==> src/rtl/mul_sched_pkg.sv <==
// Shared types and sizing helpers for the two-requester multiplier scheduler.
package mul_sched_pkg;

    typedef enum logic [1:0] {
        IDLE = 2'd0,
        LOAD = 2'd1,
        WAIT = 2'd2,
        DONE = 2'd3
    } state_t;

    // Default multiplier latency and the matching wait-counter width.
    localparam int MUL_LAT_DFLT = 5;
    localparam int CNT_W_DFLT   = $clog2(MUL_LAT_DFLT) + 1;

    // Counter width for an arbitrary latency; one spare bit keeps MUL_LAT-1 representable.
    function automatic int cnt_width(input int lat);
        return $clog2(lat) + 1;
    endfunction

endpackage

==> src/rtl/rr_arb2.sv <==
// Two-way round-robin arbiter: combinational grant, registered last-served bit.
module rr_arb2 (
    input  logic clk,
    input  logic rst,
    input  logic req0,
    input  logic req1,
    input  logic upd,
    input  logic upd_idx,
    output logic gnt_vld,
    output logic gnt
);

    logic last_q;
    logic last_d;

    // Remember which requester was served most recently, updated on the completion strobe.
    always_comb begin
        last_d = last_q;
        if (upd) begin
            last_d = upd_idx;
        end
    end

    // Last-served starts at 1 so requester 0 wins the first contention.
    always_ff @(posedge clk) begin
        if (!rst) begin
            last_q <= 1'b1;
        end else begin
            last_q <= last_d;
        end
    end

    // Single requester wins outright; on contention the one not served last wins.
    always_comb begin
        gnt_vld = req0 | req1;
        gnt     = 1'b0;
        if (req0 && req1) begin
            gnt = ~last_q;
        end else if (req1) begin
            gnt = 1'b1;
        end
    end

endmodule

==> src/rtl/mul_sched.sv <==
// Scheduler sharing one sequential multiplier between two requesters.
module mul_sched
    import mul_sched_pkg::*;
#(
    parameter int W       = 4,
    parameter int MUL_LAT = 5
) (
    input  logic             clk,
    input  logic             rst,
    input  logic             req0,
    input  logic [W-1:0]     a0,
    input  logic [W-1:0]     b0,
    input  logic             req1,
    input  logic [W-1:0]     a1,
    input  logic [W-1:0]     b1,
    output logic             done0,
    output logic [2*W-1:0]   y0,
    output logic             done1,
    output logic [2*W-1:0]   y1,
    output logic             busy,
    output logic             m_ld,
    output logic [W-1:0]     m_a,
    output logic [W-1:0]     m_b,
    input  logic [2*W-1:0]   m_y
);

    localparam int CNT_W = cnt_width(MUL_LAT);
    localparam logic [CNT_W-1:0] CNT_LOAD = CNT_W'(MUL_LAT - 1);

    state_t             state_q, state_d;
    logic               g_q, g_d;
    logic [W-1:0]       opa_q, opa_d;
    logic [W-1:0]       opb_q, opb_d;
    logic [CNT_W-1:0]   cnt_q, cnt_d;
    logic [2*W-1:0]     y0_q, y0_d;
    logic [2*W-1:0]     y1_q, y1_d;

    logic               arb_vld;
    logic               arb_gnt;
    logic               job_done;

    assign job_done = (state_q == DONE);

    rr_arb2 u_arb (
        .clk     (clk),
        .rst     (rst),
        .req0    (req0),
        .req1    (req1),
        .upd     (job_done),
        .upd_idx (g_q),
        .gnt_vld (arb_vld),
        .gnt     (arb_gnt)
    );

    // Next-state, operand latching, latency countdown, product capture and decoded outputs.
    always_comb begin
        state_d = state_q;
        g_d     = g_q;
        opa_d   = opa_q;
        opb_d   = opb_q;
        cnt_d   = cnt_q;
        y0_d    = y0_q;
        y1_d    = y1_q;
        busy    = 1'b1;
        m_ld    = 1'b0;
        m_a     = '0;
        m_b     = '0;
        done0   = 1'b0;
        done1   = 1'b0;

        unique case (state_q)
            IDLE: begin
                busy = 1'b0;
                if (arb_vld) begin
                    g_d     = arb_gnt;
                    opa_d   = arb_gnt ? a1 : a0;
                    opb_d   = arb_gnt ? b1 : b0;
                    state_d = LOAD;
                end
            end
            LOAD: begin
                m_ld    = 1'b1;
                m_a     = opa_q;
                m_b     = opb_q;
                cnt_d   = CNT_LOAD;
                state_d = WAIT;
            end
            WAIT: begin
                // Counter reaching zero means mul has had MUL_LAT cycles since the load.
                if (cnt_q == '0) begin
                    if (g_q) begin
                        y1_d = m_y;
                    end else begin
                        y0_d = m_y;
                    end
                    state_d = DONE;
                end else begin
                    cnt_d = cnt_q - 1'b1;
                end
            end
            DONE: begin
                done0   = ~g_q;
                done1   = g_q;
                state_d = IDLE;
            end
            default: begin
                state_d = IDLE;
            end
        endcase
    end

    // State and datapath registers; reset drops any in-flight job without a done.
    always_ff @(posedge clk) begin
        if (!rst) begin
            state_q <= IDLE;
            g_q     <= 1'b0;
            opa_q   <= '0;
            opb_q   <= '0;
            cnt_q   <= '0;
            y0_q    <= '0;
            y1_q    <= '0;
        end else begin
            state_q <= state_d;
            g_q     <= g_d;
            opa_q   <= opa_d;
            opb_q   <= opb_d;
            cnt_q   <= cnt_d;
            y0_q    <= y0_d;
            y1_q    <= y1_d;
        end
    end

    assign y0 = y0_q;
    assign y1 = y1_q;

endmodule

==> config.mk <==
export PLATFORM = sky130hd
export DESIGN_NAME = mul_sched
export DESIGN_NICKNAME = d
export VERILOG_FILES = /design/src/rtl/mul_sched_pkg.sv /design/src/rtl/rr_arb2.sv /design/src/rtl/mul_sched.sv
export SDC_FILE = /design/constraint.sdc
export NUM_CORES = 1
export LEC_CHECK = 0
export CORE_MARGIN = 2
export CORE_UTILIZATION = 39
export DETAILED_ROUTE_END_ITERATION = 16
export GPL_TIMING_DRIVEN = 0
export PLACE_DENSITY = 0.75
export SLEW_MARGIN = 10
export SYNTH_ARGS = -nofsm -noshare
export SYNTH_HDL_FRONTEND = slang
export SYNTH_HIERARCHICAL = 1
export SYNTH_SLANG_ARGS = --single-unit
==> constraint.sdc <==
create_clock -name clk -period 1.6 [get_ports clk]
set_input_delay 0.16 -clock clk [delete_from_list [all_inputs] [get_ports clk]]
set_output_delay 0.16 -clock clk [all_outputs]
set_load 0.01 [all_outputs]
==> flow_summary.ini, run 1 <==
; synthesis and place-and-route metrics
[outcome]
outcome = finished clean

[cells_and_area]
nNonClkBuffers = 67
comb-cell-share_pct = 37.4
areaGrowthSynthToFinish_pct = 53.7
lay_top_cells = clkdlybuf4s50_1 (43), nand2_1 (30), dfxtp_1 (30)
lay_top_count = clkdlybuf4s50_1
largestClassByArea = multi-input combinational cells
drive_gt1_share_pct = 16.3
clock_cell_area_share_pct = 4.05
final_cell_count_no_fill = 275
num_antenna_cells = 0
layout.nets = 260
fillers = 323
non_clock_inverter_count = 6
design.seq.count = 32
final-nonclk-buf-share_pct = 26.5
logic_area_um2 = 856
clockBufferCount = 6

[global_route]
grtUsageMet1_pct = 22.2
grt_overflow = 0
grt_pass1_wl_mm = 5.64
grt_pass1_vias = 1264
busiest_layer = met2
grt_max_degree = 18
grt_use_met3_pct = 3.24
grt_usage_pct = 17.1
grt_antenna_before_repair = 0

[setup_path]
r2r_end = cnt_q[3]
cp-start-kind = flop
max_stage_delay_ps = 470
regToRegStartpoint = state_q[1]
crit_path_top_delay_cell = or4b_4
critPathLaunch = state_q[1]
cp_cell_sequence = buf_6, ha_4, or4b_4, or3_4, a21oi_2
critPathRequiredTime_ps = 1830
setup.worst_path.class = reg -> reg
crit_path_end_kind = flop
cp.arrival_ps = 1820
setup.worst_path.end = cnt_q[3]
cp.depth = 5
cp_max_fo = 5
critical_path_buf_inv_count = 1
r2r_slack_ps = 8

[synthesis]
syn_nets = 194
yosys.cell_count.top_type = dfxtp_1
mux_area_share_pct = 19.5
ys_async_sr_fraction_pct = 0
syn_area_per_cell_um2 = 9.31
ys_sh_simple_pct = 21.8
synthXorXnorAreaFrac_pct = 0
ys_warn_count = 6
top_area_cell = dfxtp_1
ys.flop_type = dfxtp_1
yosys.stat.chipArea_um2 = 1490
common_cells = dfxtp_1 (32), nand2_1 (31), mux2i_1 (29)
yosysTopAreaCellShare_pct = 43.0
ys_sh_aoi_pct = 6.72
ys_ff = 32
syn-cell-area_um2 = 1490
fa_ha_area_share_pct = 5.04
syn_inst = 160
synth_cell_types = 27
ys_cells = 160
synth_seq_share_pct = 43.0

[power]
seq_power_share_pct = 37.4
p_seq_w = 0.00109
p_comb_w = 0.00117
maxPowerGroup = combinational logic
ir_worst_vdd_v = 0.000973
power_density_nw_per_um2 = 1270
combPwrFrac_pct = 40.4
p_sw_share_pct = 33.5
p_int_w = 0.00193

[clocking]
cts.repair.resized = 24
post_cts.repair.setup_buffers = 4
clock_sink_count = 32
clockBufferDepth = 2
cts_made_buffers = 5
path_clk_slew_ps = 70
ctsHoldBuffers = 0
cts_tree = done

[detailed_routing]
avgRoutedWirePerCell_um = 12.7
ant_nets = 0
viasPerCell = 4.76
vias = 1308
wl_mm = 3.49
routed-wl-met3_um = 93
maxUsedRoutingLayer = met4
route.detailed.drc = 0
drt_iter0_drc = 56
first_pass_iters = 4

[floorplanning]
pin_count = 56
chipArea_um2 = 4330
nWellTaps = 48
fp.dieW_um = 65.8
fp_util_pct = 40.7
fp.dieH_um = 65.8

[flow_run]
cap_violations = 0

[final_timing]
slew_headroom_pct = 68.6
period_used_pct = 99.5
fin_crit_ps = 1590
drv_slew = 0
worst_slew_pin_slew_ps = 471
max_freq_mhz = 628
setup_viol_count_final = 0
hold_viol_final = 0
rsz0062_at_grt = yes
worst_slack_ps = 7.52
whs_ps = 442

[placed_design]
post_dp_cell_area_um2 = 2100
routabilityCongestion = 0.795
place_hpwl_mm = 2.48
io_buffer_count = 55
placedCellCount = 263

[min_path]
min-delay-start = m_y[7]
hp-class = in -> reg
whs_path_depth = 3
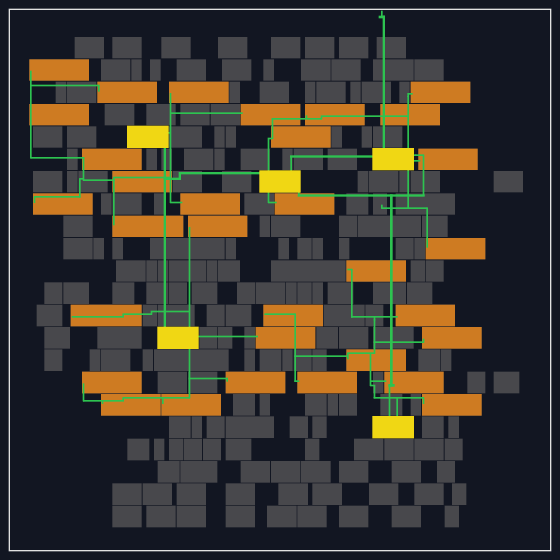
Run 1: clock distribution
yellow -> clock drivers  # count 5
orange -> flip-flops  # count 32
green -> clock wires  # length 408 µm
routed clock nets = 6
clk latency late pin: 290 ps
Final Skew: 6.98 ps

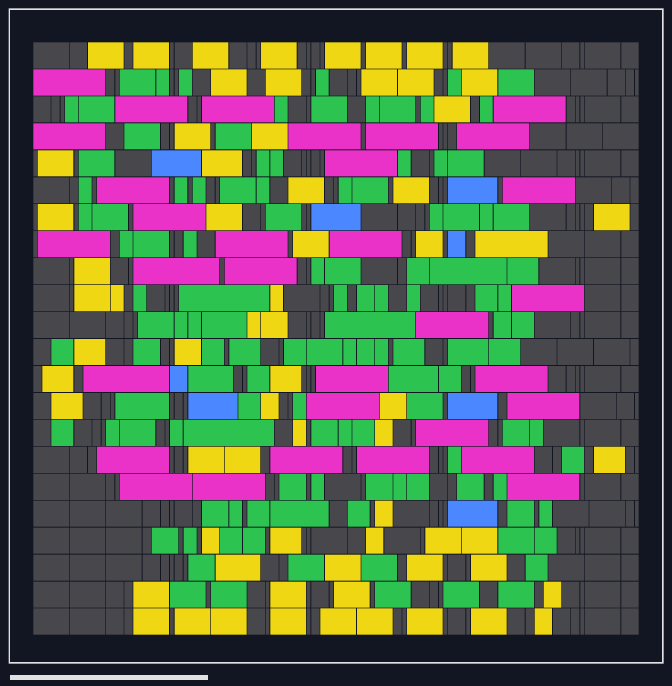
Run 1: placed cells, one colour a class
The bar under the picture is 20 µm long. Fill, decap, tap and diode cells in grey.
green -> combinational and other logic  # cells 120, share of their area 40%
yellow -> other buffers and delay cells  # cells 67, share of their area 27%
blue -> clock drivers and dummy loads  # cells 8, share of their area 4.2%
magenta -> flops  # cells 32, share of their area 29%
sequential portion of the cell area: 28.3%
final instance area: 2290 µm²
row cnt: 22
final core utilization: 62.5%
CORE AREA: 3660 µm²

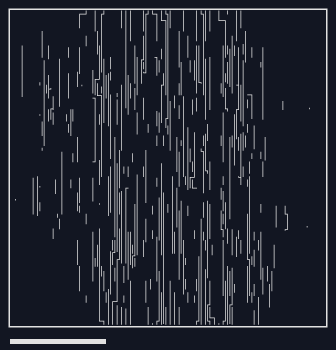
Run 1: met2 routing
The bar under the picture is 20 µm long.
main direction = vertical
wire length on this layer = 1,760 µm

==> run 2, diff against run 1 <==
Settings changed: ABC_CLOCK_PERIOD_IN_PS set to 1600.
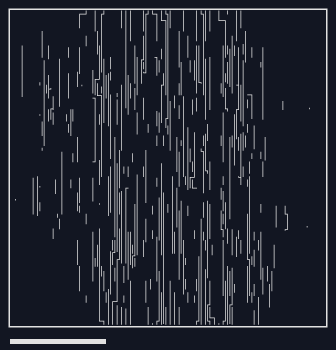
Run 2: met2 routing
The bar under the picture is 20 µm long.
nets with wire on the layer = 224
share of all routed wire = 50%

==> flow_summary.ini, run 2 <==
; synthesis and place-and-route metrics
[cells_and_area]
areaGrowthSynthToFinish_pct = 53.7
logic_area_um2 = 856
lay_top_count = clkdlybuf4s50_1
clock_cell_area_share_pct = 4.05
layout.nets = 260
seq_area_share_pct = 28.3
drive_gt1_share_pct = 16.3
design.seq.count = 32
fillers = 323
final_core_util_pct = 62.5
final-nonclk-buf-share_pct = 26.5
largestClassByArea = multi-input combinational cells
final_cell_area_um2 = 2290
lay_top_cells = clkdlybuf4s50_1 (43), nand2_1 (30), dfxtp_1 (30)
final_cell_count_no_fill = 275
logic_gates = 114
nNonClkBuffers = 67
clockBufferCount = 6
comb-cell-share_pct = 37.4
num_antenna_cells = 0
seqCellArea_um2 = 648
non_clock_inverter_count = 6

[floorplanning]
pin_count = 56
nWellTaps = 48
fp.dieH_um = 65.8
fp.dieW_um = 65.8
design.core.area_um2 = 3660
row_count = 22
fp_util_pct = 40.7
chipArea_um2 = 4330

[setup_path]
cp.depth = 5
cp.arrival_ps = 1820
setup.worst_path.end = cnt_q[3]
r2r_end = cnt_q[3]
crit_path_end_kind = flop
r2r_slack_ps = 8
cp-start-kind = flop
setup.worst_path.class = reg -> reg
critical_path.top_delay_family = simple AND/OR/NAND/NOR gates
max_stage_delay_ps = 470
cp_max_fo = 5
cp_cell_sequence = buf_6, ha_4, or4b_4, or3_4, a21oi_2
critical_path_buf_inv_count = 1
critPathRequiredTime_ps = 1830
critPathLaunch = state_q[1]
regToRegStartpoint = state_q[1]
crit_path_top_delay_cell = or4b_4

[synthesis]
synth_cell_types = 27
syn_nets = 194
synthXorXnorAreaFrac_pct = 0
ys.flop_type = dfxtp_1
yosys.stat.chipArea_um2 = 1490
ys_ff = 32
area_leaders = dfxtp_1 (43%), mux2i_1 (19%), nand2_1 (7.8%)
common_cells = dfxtp_1 (32), nand2_1 (31), mux2i_1 (29)
synthTopLogicFamily = simple AND/OR/NAND/NOR gates
ys_cells = 160
syn_area_per_cell_um2 = 9.31
synth_seq_share_pct = 43.0
syn_inst = 160
syn-cell-area_um2 = 1490
mux_area_share_pct = 19.5
ys_sh_aoi_pct = 6.72
ys_warn_count = 6
yosysTopAreaCellShare_pct = 43.0
ys_async_sr_fraction_pct = 0
ys_sh_simple_pct = 21.8
top_area_cell = dfxtp_1
yosys.cell_count.top_type = dfxtp_1
fa_ha_area_share_pct = 5.04

[outcome]
outcome = finished clean

[global_route]
grt_pass1_wl_mm = 5.64
grt_overflow = 0
busiest_layer = met2
grt_max_degree = 18
grt_use_met3_pct = 3.24
grt_usage_pct = 17.1
gr-usage-met2_pct = 27.4
grtUsageMet1_pct = 22.2
grt_pass1_vias = 1264
grt_antenna_before_repair = 0

[clocking]
clk_latency_ps = 290
post_cts.repair.setup_buffers = 4
cts.repair.resized = 24
htree_levels = 2
clock_sink_count = 32
clockBufferDepth = 2
cts_tree = done
ctsHoldBuffers = 0
path_clk_slew_ps = 70
cts_made_buffers = 5

[final_timing]
rsz0062_at_grt = yes
period_used_pct = 99.5
slew_headroom_pct = 68.6
worst_slew_pin_slew_ps = 471
fin_crit_ps = 1590
whs_ps = 442
skew_ps = 6.98
worst_slack_ps = 7.52
drv_slew = 0
max_freq_mhz = 628
hold_viol_final = 0
setup_viol_count_final = 0

[power]
fin_total_pwr_w = 0.00291
ir_worst_vdd_v = 0.000973
power_density_nw_per_um2 = 1270
p_seq_w = 0.00109
seq_power_share_pct = 37.4
combPwrFrac_pct = 40.4
p_sw_share_pct = 33.5
p_clk_w = 0.000645
p_int_w = 0.00193
p_leak_nw = 0.975
maxPowerGroup = combinational logic
p_comb_w = 0.00117

[detailed_routing]
ant_nets = 0
maxUsedRoutingLayer = met4
vias = 1308
route.detailed.drc = 0
wl_met1_mm = 1.57
avgRoutedWirePerCell_um = 12.7
routed-wl-met3_um = 93
wl_mm = 3.49
first_pass_iters = 4
viasPerCell = 4.76
drt_iter0_drc = 56

[placed_design]
placedCellCount = 263
place_hpwl_mm = 2.48
routabilityCongestion = 0.795
io_buffer_count = 55
post_dp_cell_area_um2 = 2100

[min_path]
holdPathEnd = y1[7]
min-delay-start = m_y[7]
hp-class = in -> reg
whs_path_depth = 3

[flow_run]
cap_violations = 0
warnings = 32
